Run 1, cell sizes after repair:
Scale: 4 px per µm.
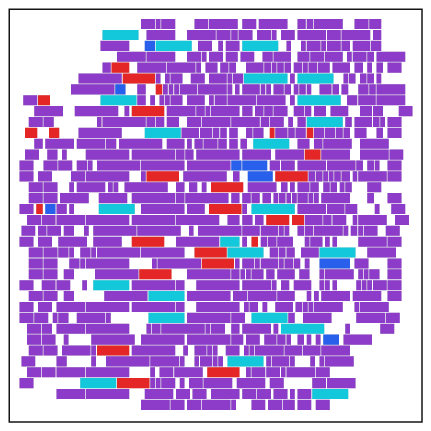
Run 1, signal wires on met3:
Scale: 4 px per µm.
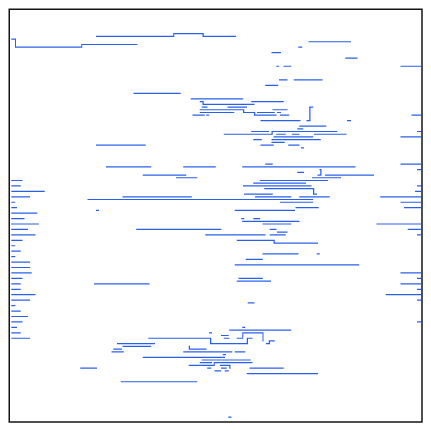
Run 1, selected gate families:
Scale: 4 px per µm.
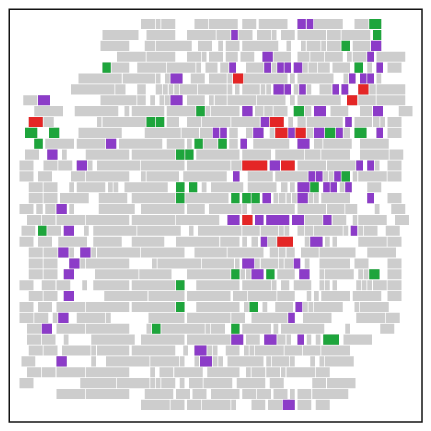
==> config.mk <==
export PLATFORM = sky130hd
export DESIGN_NAME = heap_array_allocator_flat
export DESIGN_NICKNAME = d
export VERILOG_FILES = /design/src/rtl/heap_array_allocator_pkg.sv /design/src/rtl/heap_array_allocator_if.sv /design/src/rtl/heap_array_allocator_rr_arbiter.sv /design/src/rtl/heap_array_allocator.sv /design/src/flat_wrapper.sv
export SDC_FILE = /design/constraint.sdc
export NUM_CORES = 1
export LEC_CHECK = 0
export CAP_MARGIN = 15
export CORE_MARGIN = 2
export CORE_UTILIZATION = 59
export CTS_CLUSTER_SIZE = 14
export DETAILED_ROUTE_END_ITERATION = 8
export PLACE_DENSITY = 0.88
export SKIP_CTS_REPAIR_TIMING = 1
export SLEW_MARGIN = 20
export SYNTH_ARGS = -nofsm -noshare
export SYNTH_HDL_FRONTEND = slang
export SYNTH_HIERARCHICAL = 1
export SYNTH_SLANG_ARGS = --single-unit
==> constraint.sdc <==
create_clock -name clock -period 5.18 [get_ports clock]
set_input_delay 0.518 -clock clock [delete_from_list [all_inputs] [get_ports clock]]
set_output_delay 0.518 -clock clock [all_outputs]
set_load 0.005 [all_outputs]
==> impl_metrics.ini, run 1 <==
; yosys + openroad results
[outcome]
status = complete, no violations

[route]
routed_via_density = 6.02
routedWlPerCell_um = 18.5

[cells_and_area]
nClkBuffers = 25
syn2layout_area_growth_pct = 26.4
nonClkBufAreaFrac = 0.116
fin_area_um2 = 7280
flops = 124
area.sequential_um2 = 2960
inv_count = 22

[power_and_ir_drop]
pwr-share-seq = 0.416
power_density_nw_per_um2 = 359
p_clk_frac = 0.477
peakVddDrop_uv = 196
pg_clk_uw = 1250
power_frac_comb = 0.107

[place]
post-place-ws_ps = 1540
placedCellCount = 716

[die]
io_pins = 84
taps = 133
die_w_um = 103
fp_util = 0.597
coreArea_um2 = 9640

[global_routing]
grt.total_usage = 0.275
overflow = 0

[clock_tree]
clock-sinks = 124
cts_tree = yes

[yosys]
syn_inst = 526
xor_area_frac = 0.0152
ff_type = dfxtp_1
yosysUniqueCellTypes = 57
ys_cells = 526
yosysChipArea_um2 = 5760
ys_sh_aoi = 0.115

[worst_setup_path]
worst_setup_path_start_kind = flip-flop

[timing]
relSlewSlack = 0.338
Notes on 'cell sizes after repair' above:
Key: red = _2 cells [cells 25, share 4.1%]; blue = _3 and _4 cells [cells 8, share 1.3%]; purple = _0 and _1 cells [cells 559, share 91%]; cyan = _6 and larger [cells 23, share 3.7%]
Non-CTS buffers: 86
fin worst setup slack: 1380 ps

Notes on 'signal wires on met3' above:
The layer holds 8.0% of the routed length. The wires run mostly horizontal. 118 nets have wire on it.
wirelength, routed: 13,900 µm
GR Util met3: 0.0786
Vias: 4,502

Notes on 'selected gate families' above:
Key: red = non-inverting ao/oa cells [cells 11]; green = and/or cells [cells 36]; purple = aoi and oai cells [cells 84, where all over the die]
fin cells: 748
most instantiated logic cell after routing: clkdlybuf4s50_1
multi-input gate share of the layout cell area: 0.357

-- run 1: synthesized netlist by cell type, drive strengths merged, types with 2 or more instances --
cell type / n / area share
a211oi: 17 / 0.022
a21o: 4 / 0.0052
a21oi: 23 / 0.021
a311oi: 12 / 0.018
a31oi: 6 / 0.0065
a32o: 2 / 0.0035
and2: 23 / 0.025
and3: 4 / 0.0043
buf: 9 / 0.0080
clkbuf: 20 / 0.013
dfxtp: 76 / 0.26
edfxtp: 48 / 0.25
ha: 28 / 0.061
inv: 22 / 0.014
mux2i: 33 / 0.057
mux4: 13 / 0.051
nand2: 34 / 0.022
nand2b: 7 / 0.0076
nand3: 5 / 0.0065
nand4: 5 / 0.0054
nor2: 70 / 0.046
nor2b: 4 / 0.0043
nor3: 5 / 0.0043
nor4: 2 / 0.0048
o21ai: 17 / 0.015
o21bai: 2 / 0.0026
o31ai: 2 / 0.0026
or3: 2 / 0.0022
or4: 4 / 0.0059
xnor2: 10 / 0.015
-- run 1: critical path: stages (launching register included) --
cell and delay [ps]:
dfxtp_1 510, inv_1 160, ha_1 310, nand2b_1 150
a2111o_1 440, and3_1 210, nor4_1 770, and3_1 320
and2_1 540
-- run 1: stage by stage --
step | utilization | hold slack [ps] | total power (µW)
5_1_grt | 0.755 | 480 | 2700
6_report | 0.755 | 451 | 2610
3_5_place_dp | 0.690 | 452 | 1370
2_1_floorplan | - | 431 | 1270
4_1_cts | 0.755 | 458 | 2620
3_3_place_gp | 0.690 | 440 | 1360
-- run 1: routing by layer --
| metal | wire length, µm | GRT usage | up-vias |
|---|---|---|---|
| li1 | - | - | 2064 |
| met4 | 433 | 0.117 | 0 |
| met2 | 6900 | 0.455 | 255 |
| met1 | 5410 | 0.339 | 2133 |
| met3 | 1110 | 0.0786 | 50 |
| met5 | 0 | 0 | - |
Run 1, cells colored by class:
Scale: 4 px per µm. Fill, decap, tap and diode cells in gray.
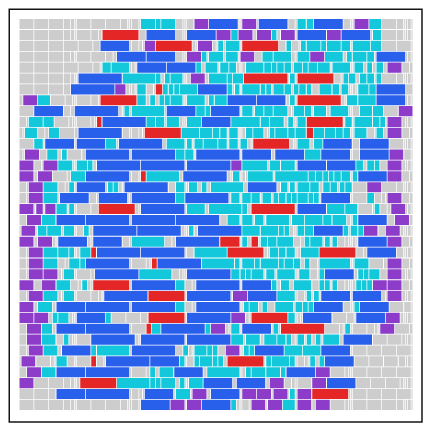

--- run 2 (diff from run 1) ---
- CORE_UTILIZATION: 59 -> 49
- PLACE_DENSITY: 0.88 -> 0.78
- clock period: 5.18 -> 3.1 ns (I/O delays scaled with it)
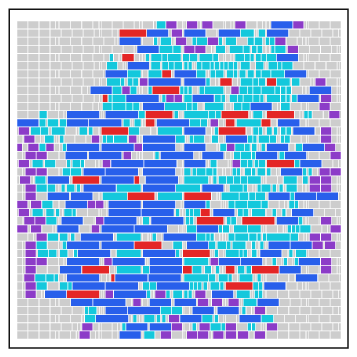
Run 2: cells colored by class
Scale: 3 px per µm. Fill, decap, tap and diode cells in gray.
Key: purple = remaining buffers and delay cells [cells 104, share of their area 14%]; cyan = combinational and other logic [cells 373, share of their area 37%]; blue = sequential cells [cells 124, share of their area 41%]; red = clock drivers and dummy loads [cells 32, share of their area 8.2%]
design area: 7390 µm²
num rows: 39

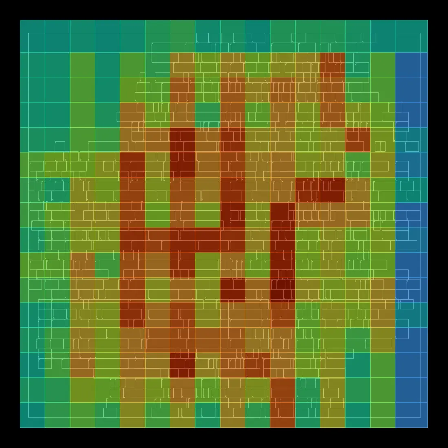
Run 2: track usage over the die
WL/cell: 17.6 µm
GRT Max-Usage Layer: met2

==> run 2 against run 1 <==
Net effect:
- synthesized area stayed put
- sequential share of layout area is 0.65 points lower
- clock skew is 2.0 ps lower
- clock-buffer cell count is 7 lower
- non-clock buffer count is 18 higher
- global-route usage is 5.1 points lower
- first-iteration DRC count is 19% higher
- critical path depth stayed put
- cell area is 1.6% higher
==> impl_metrics.ini, run 2 <==
; yosys + openroad results
[worst_setup_path]
worst_setup_path_start_kind = flip-flop
crit_type = reg2reg
worstSetupEndpointType = flip-flop
path_cells = ha_1 > nand2b_1 > a2111o_1 > and3_1 > nor4_1 > and3_1 > and2_1 > buf_4
slowest_stage = a2111o_1
crit_top_cell = and3_1

[yosys]
yosysChipArea_um2 = 5760
top_area_frac = 0.264
syn_inst = 526
yosysUniqueCellTypes = 57
ys_cells = 526
common_cells = dfxtp_1, nor2_1, edfxtp_1
top_cell = dfxtp_1
ff_type = dfxtp_1
synth.top_cells.by_area = dfxtp_1, edfxtp_1, ha_1

[power_and_ir_drop]
p_clk_frac = 0.460
pwr-share-seq = 0.421
power_density_nw_per_um2 = 577
peakVddDrop_uv = 409
power_frac_comb = 0.119

[clock_tree]
clock-sinks = 124
cts_tree = yes
htree_num_levels = 4

[cells_and_area]
fill_cells = 858
diodes = 0
lay_top_count = clkdlybuf4s50_1
syn2layout_area_growth_pct = 28.4

[timing]
skew_ps = 6.85
relSlewSlack = 0.581
hold_slack_ps = 396

[route]
routed_via_density = 5.77
routed_wl_um = 13600
num_vias = 4480
drt-pass1-iter-count = 5

[global_routing]
grt_pass1_wl_um = 21800
grt.total_usage = 0.224
overflow = 0

[die]
fp_util = 0.502
coreArea_um2 = 11500
die_y_um = 112
io_pins = 84
die_w_um = 112

[outcome]
status = complete, no violations

[run]
drv_cap = 0
[run 2: cell counts after synthesis]
No cell type changed its count.
[run 2: per-layer routing]
metal	vias to the layer above	GRT usage	wire (µm)
li1	2118	-	-
met1	2094	0.313	5890
met2	241	0.334	6210
met3	27	0.0621	1210
met4	0	0.0894	304
met5	-	0	0
[run 2: metrics by stage]
stage	util	total power [µW]	area, µm²	std cells	setup WS, ps
after floorplan	-	2120	5760	526	195
after global placement	0.593	2310	6800	744	367
after detailed placement	0.593	2330	6800	744	304
after CTS	0.645	4280	7390	776	277
after global routing	0.645	4420	7390	776	119
final	0.645	4260	7390	776	278
[run 2: logic make-up after synthesis]
kind of cell / Yosys count / synth area share
buffers and inverters: 51 / 0.0354
muxes: 47 / 0.110
DFF: 124 / 0.514
adders and majority gates: 29 / 0.0643
and+or+nand+nor: 170 / 0.146
AOI/OAI and AO/OA: 95 / 0.115
xor gates and xnor gates: 10 / 0.0152
[run 2: power groups by stage]
stage | registers [µW] | logic (µW) | clock network [µW]
2_1_floorplan | 1820 | 303 | 0
3_3_place_gp | 1830 | 480 | 0
3_5_place_dp | 1830 | 499 | 0
4_1_cts | 1790 | 504 | 1980
5_1_grt | 1800 | 553 | 2060
6_report | 1790 | 507 | 1960
[run 2: final cells by class]
class	count	area share
repair buffers	104	0.133
well taps	143	0.0242
inverters	22	0.0112
clock inverters	14	0.0220
clock buffers	18	0.0580
flip-flops and latches	124	0.401
multi-input cells	351	0.351
[run 2: worst max-delay path: cells and delay by family, from the launching register on]
kind | cells | cell delay [ps]
buf+inv | 1 | 230
flops | 1 | 420
simple gates | 5 | 1170
compound gates | 1 | 430
fa+ha+maj | 1 | 260
No activity file was given, so power comes from the tool's default toggle rates.
